==> run_1/registers.png <==
The bar under the picture is 20 µm long. Other sequential cells in the stronger gray, the rest of the logic in the fainter gray.
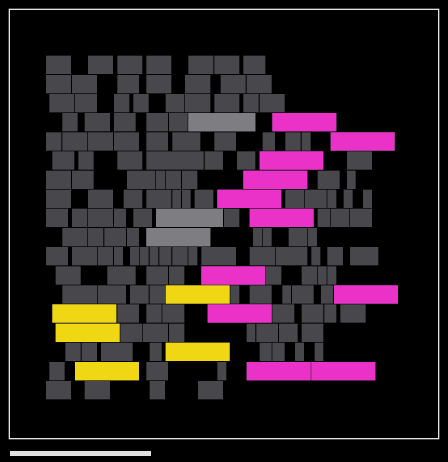
==> run_1/metal_stack.png <==
The bar under the picture is 20 µm long.
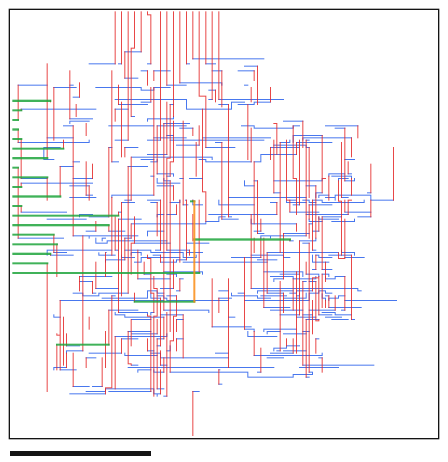
==> run_1/gate_families.png <==
The bar under the picture is 20 µm long.
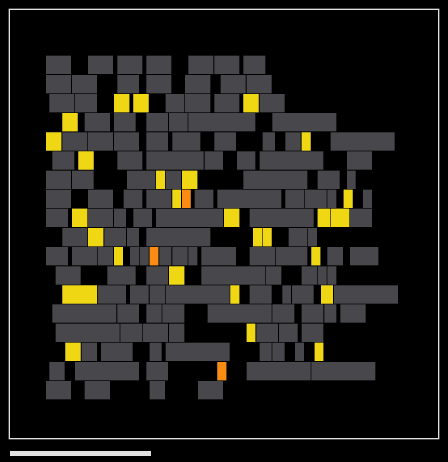
Design uart_tx_arbiter, sky130hd; sources not shown.
==> flow_summary.toml, run 1 <==
# synthesis and place-and-route metrics
[run_status]
status = "complete, no violations"

[synth]
syn-num-nets = 146
synth_stat.cells = 121
yosysUniqueCellTypes = 35
synthCells = 121
synth-edff-count = 0
ys_area_um2 = 1160
ff_type = "dfrtp_1"
postSynth.asyncResetShare_pct = 100
yosys_warnings = 6
synth-seq-cells = 19
syn-cell-area_um2 = 1160

[power]
p_comb_share_pct = 48.2
p_per_area_nw_per_um2 = 826
intPower_uw = 870
sequentialPowerShare_pct = 37.9
switching_share_pct = 35.2

[clock_tree]
cts_sinks = 19
cts_root_buf = "clkbuf_4"
htreeDepth = 1
cts_max_path_buffers = 2

[critical_path]
worstPathMaxFanout = 2
rr_worst_depth = 7
cp-end-kind = "primary output"
cp.arrival_ps = 1540
worstSetupPathType = "input pin to primary output"

[layout]
drive_above_1_share_pct = 14.7
layout_top_cells = "22 x clkdlybuf4s50_1, 17 x dfrtp_1, 12 x mux2i_1, 12 x nor2b_1, 12 x dlygate4sd2_1"

[drt]
viasPerCell = 5.16
routed_wirelength_um = 2590
drt_pass1_iterations = 4
route.detailed.drc = 0

[worst_hold_path]
hold_path_class = "flip-flop to flip-flop"

[timing]
post-route-period-util_pct = 95.2
setup_violations = 0
max_slew.worst_pin.slew_ps = 708
max_freq_mhz = 477
finalMaxSlewViolations = 0
hold_ws_ps = 524
fin_skew_ps = 8.05
relSlewSlack_pct = 52.8

[place]
gp_congestion = 0.756
port_buffers = 35

[floorplan]
die_x_um = 60.9
fp-utilization_pct = 47.0

[flow_run]
drv_cap = 0

[global_routing]
antenna_found_initial = 0
Back to the opening pictures, registers.png:
[magenta] `r_stall_cnt` | flops: 11
[yellow] `r_burst_cnt` | flops: 5 | where: lower left
not colored: 3
sequential power: 509 µW
Flop area: 478 µm²
Final Util: 65.6%

Back to the opening pictures, metal_stack.png:
[blue] met1 | wire length: 1110 µm
[orange] met4 | wire length: 14.3 µm
[green] met3 | wire length: 142 µm
[red] met2 | wire length: 1320 µm
GRT Resource Usage Total: 16.0%
WL per Instance: 13.4 µm
Vias: 995

Back to the opening pictures, gate_families.png:
[yellow] NOR gates | cells: 27
[orange] inverters | cells: 3
Top cell excl fill/tap: clkdlybuf4s50_1
final non-filler cell total: 193
logic share of the area: 40.0%

## run 1: cell families after synthesis
group	synth area share, %
buffers and inverters	4.95
AOI/OAI and AO/OA	6.24
xor gates and xnor gates	6.77
DFF	40.9
adders and majority gates	2.15
muxes	13.1
and+or+nand+nor	25.9
## run 1: stage by stage
step                area, µm²  cells  util [%]  setup WS [ps]  setup TNS, ps
detailed placement       1550    186      62.6           -589          -2200
global route             1630    193      65.6           12.6              0
CTS                      1620    193      65.4          -84.8          -84.8
floorplan                1160    121         -            454              0
global placement         1550    186      62.6           -563          -2010
finish                   1630    193      65.6            105              0
## run 1: power by group through the flow
stage / Sequential (mW) / Combinational [mW] / Clock [mW]
floorplan: 0.479 / 0.365 / 0
global placement: 0.487 / 0.623 / 0
detailed placement: 0.493 / 0.639 / 0
CTS: 0.508 / 0.654 / 0.190
global route: 0.526 / 0.718 / 0.206
finish: 0.509 / 0.648 / 0.187
## run 1: cell usage after synthesis (3+ instances only)
cell	count	area, µm²
dfrtp_1	19	475
mux2i_1	13	130
nor2b_1	13	81.3
nand2_1	11	41.3
nor2_1	11	41.3
xnor2_1	5	43.8
nand4_1	4	25.0
xor2_1	4	35.0
and2_1	3	18.8
inv_1	3	11.3
## run 1: cell type report
class	count	share of cell area (%)
Sequential cell	19	29.4
Inverter	3	0.693
Clock inverter	1	0.308
Clock buffer	3	1.39
Multi-Input combinational cell	92	40.0
Tap cell	30	2.31
Buffer	4	2.54
Timing Repair Buffer	41	23.3
## run 1: metal layers
layer / up-vias / share of wire [%] / GRT usage, % / wire, µm
li1: 505 / - / - / -
met1: 463 / 43 / 18.5 / 1110
met2: 24 / 51 / 27.8 / 1320
met3: 3 / 5.5 / 5.96 / 142
met4: 0 / 0.54 / 4.33 / 14
met5: - / 0 / 0 / 0
## run 1: worst max-delay path: cells and delay by family
kind          cells  cell delay, ps
simple gates      2             300
buf+inv           2             690
## run 1: timing repair
action | CTS | global route
endpoints found under the setup margin | 11 | 2
gates resized | 24 | 4
pin swaps | 0 | 1
buffers inserted | 5 | 1
hold buffers | 0 | 0
==> run_1/cell_classes.png <==
The bar under the picture is 20 µm long. Fill, decap, tap and diode cells in gray.
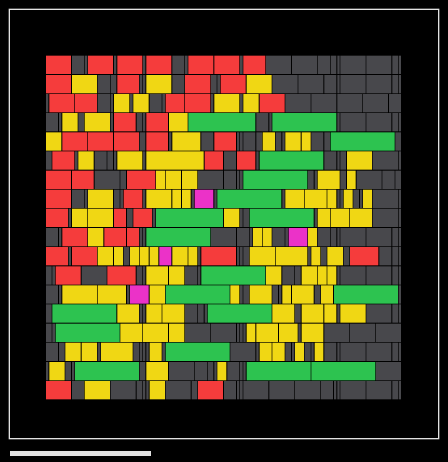

==> inputs of run 2 (changes only) <==
--- a/config.mk
+++ b/config.mk
@@ -6,10 +6,10 @@
 export NUM_CORES = 1
 export LEC_CHECK = 0
 export CORE_MARGIN = 5
-export CORE_UTILIZATION = 45
+export CORE_UTILIZATION = 46
 export DETAILED_ROUTE_END_ITERATION = 8
 export GPL_TIMING_DRIVEN = 0
-export PLACE_DENSITY = 0.78
+export PLACE_DENSITY = 0.79
 export SLEW_MARGIN = 20
 export SYNTH_ARGS = -nofsm -noshare
 export SYNTH_HDL_FRONTEND = slang
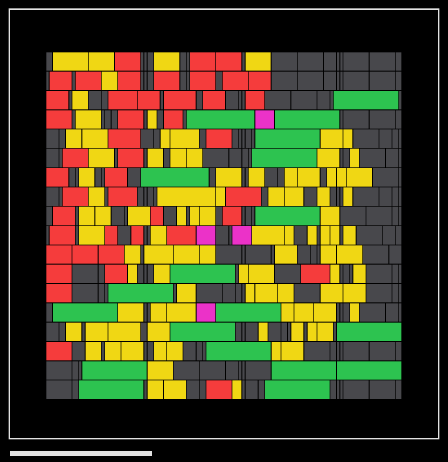
(run_2/cell_classes.png)
The bar under the picture is 20 µm long. Fill, decap, tap and diode cells in gray.
[yellow] all other logic | cells: 95 | share of their area: 42%
[magenta] clock drivers and dummy loads | cells: 4 | share of their area: 1.9%
[green] flip-flops | cells: 19 | share of their area: 30%
[red] other buffers and delay cells | cells: 44 | share of their area: 26%
Rows: 18
Seq area share: 29.2%
Core Region: 2450 µm²

==> flow_summary.toml, run 2 <==
# synthesis and place-and-route metrics
[timing]
relSlewSlack_pct = 51.7
hold_ws_ps = 521
tns_ps = 0

[layout]
stdcell_area_um2 = 1640
drive_above_1_share_pct = 16.0

[synth]
synth.most_common_cell = "dfrtp_1"
synth-seq-cells = 19
synth-edff-count = 0
postSynth.asyncResetShare_pct = 100
area_leaders = "dfrtp_1 41%, mux2i_1 11%, nor2b_1 7.0%, xnor2_1 3.8%, nand2_1 3.5%"

[clock_tree]
htreeDepth = 1
cts_sinks = 19
cts_root_buf = "clkbuf_4"

[worst_hold_path]
hold_path_class = "flip-flop to flip-flop"

[critical_path]
cp.arrival_ps = 1630

[place]
gp_congestion = 0.785

[run_status]
status = "complete, no violations"

[drt]
num_vias = 1016
viasPerCell = 5.26

[floorplan]
die_x_um = 60.3

[global_routing]
grt_use_total_pct = 18.0
## run 2: cell counts after synthesis
Identical to the previous run, type by type.
## run 2: what timing repair did
action | in CTS | in global routing
gates resized | 26 | 9
buffers inserted | 4 | 0
pin swaps | 0 | 1
hold buffers | 0 | 0
setup endpoints to repair | 11 | 3
cloned | 0 | 0
## run 2: cell families after synthesis
family | Yosys count | share of synthesized area (%)
simple gates | 55 | 25.9
flops | 19 | 40.9
mux | 15 | 13.1
compound gates | 11 | 6.24
buf+inv | 10 | 4.95
xor+xnor | 9 | 6.77
fa+ha+maj | 2 | 2.15
## run 2: power breakdown
part           leakage, nW  internal [mW]  total [mW]  switching, mW
clock network       0.0140         0.0694       0.186          0.116
logic                0.484          0.378       0.654          0.276
registers            0.249          0.419       0.516         0.0971
## run 2: through the flow
step	cells	worst slack, ps
after global routing	192	-49.7
after global placement	186	-563
final	193	24.7
after CTS	192	-78.4
after floorplan	121	454
after detailed placement	186	-637
## run 2: cell type report
class / instances / area [µm²] / share of cell area [%]
diodes: 1 / 2.50 / 0.153
flip-flops and latches: 19 / 478 / 29.2
plain buffers: 5 / 52.6 / 3.21
repair buffers: 39 / 367 / 22.4
multi-input cells: 92 / 661 / 40.3
clock buffers: 3 / 22.5 / 1.37
clock inverters: 1 / 7.51 / 0.458
inverters: 3 / 11.3 / 0.687
well taps: 30 / 37.5 / 2.29
## run 2: worst max-delay path, delay by kind of cell (launching register included)
| family | cells | cell delay, ps |
|---|---|---|
| buffers and inverters | 3 | 350 |
| multiplexers | 1 | 220 |
| flip-flops | 1 | 470 |
| AND/OR/NAND/NOR | 3 | 300 |
## run 2: layer usage
layer  part of all wire (%)  up-vias  track usage [%]
met4                   0.87        0             5.38
met2                     54       27             31.8
met3                    5.0        3             5.40
met1                     41      484             20.6
li1                       -      502                -
met5                      0        -                0
No activity file was given, so power comes from the tool's default toggle rates.
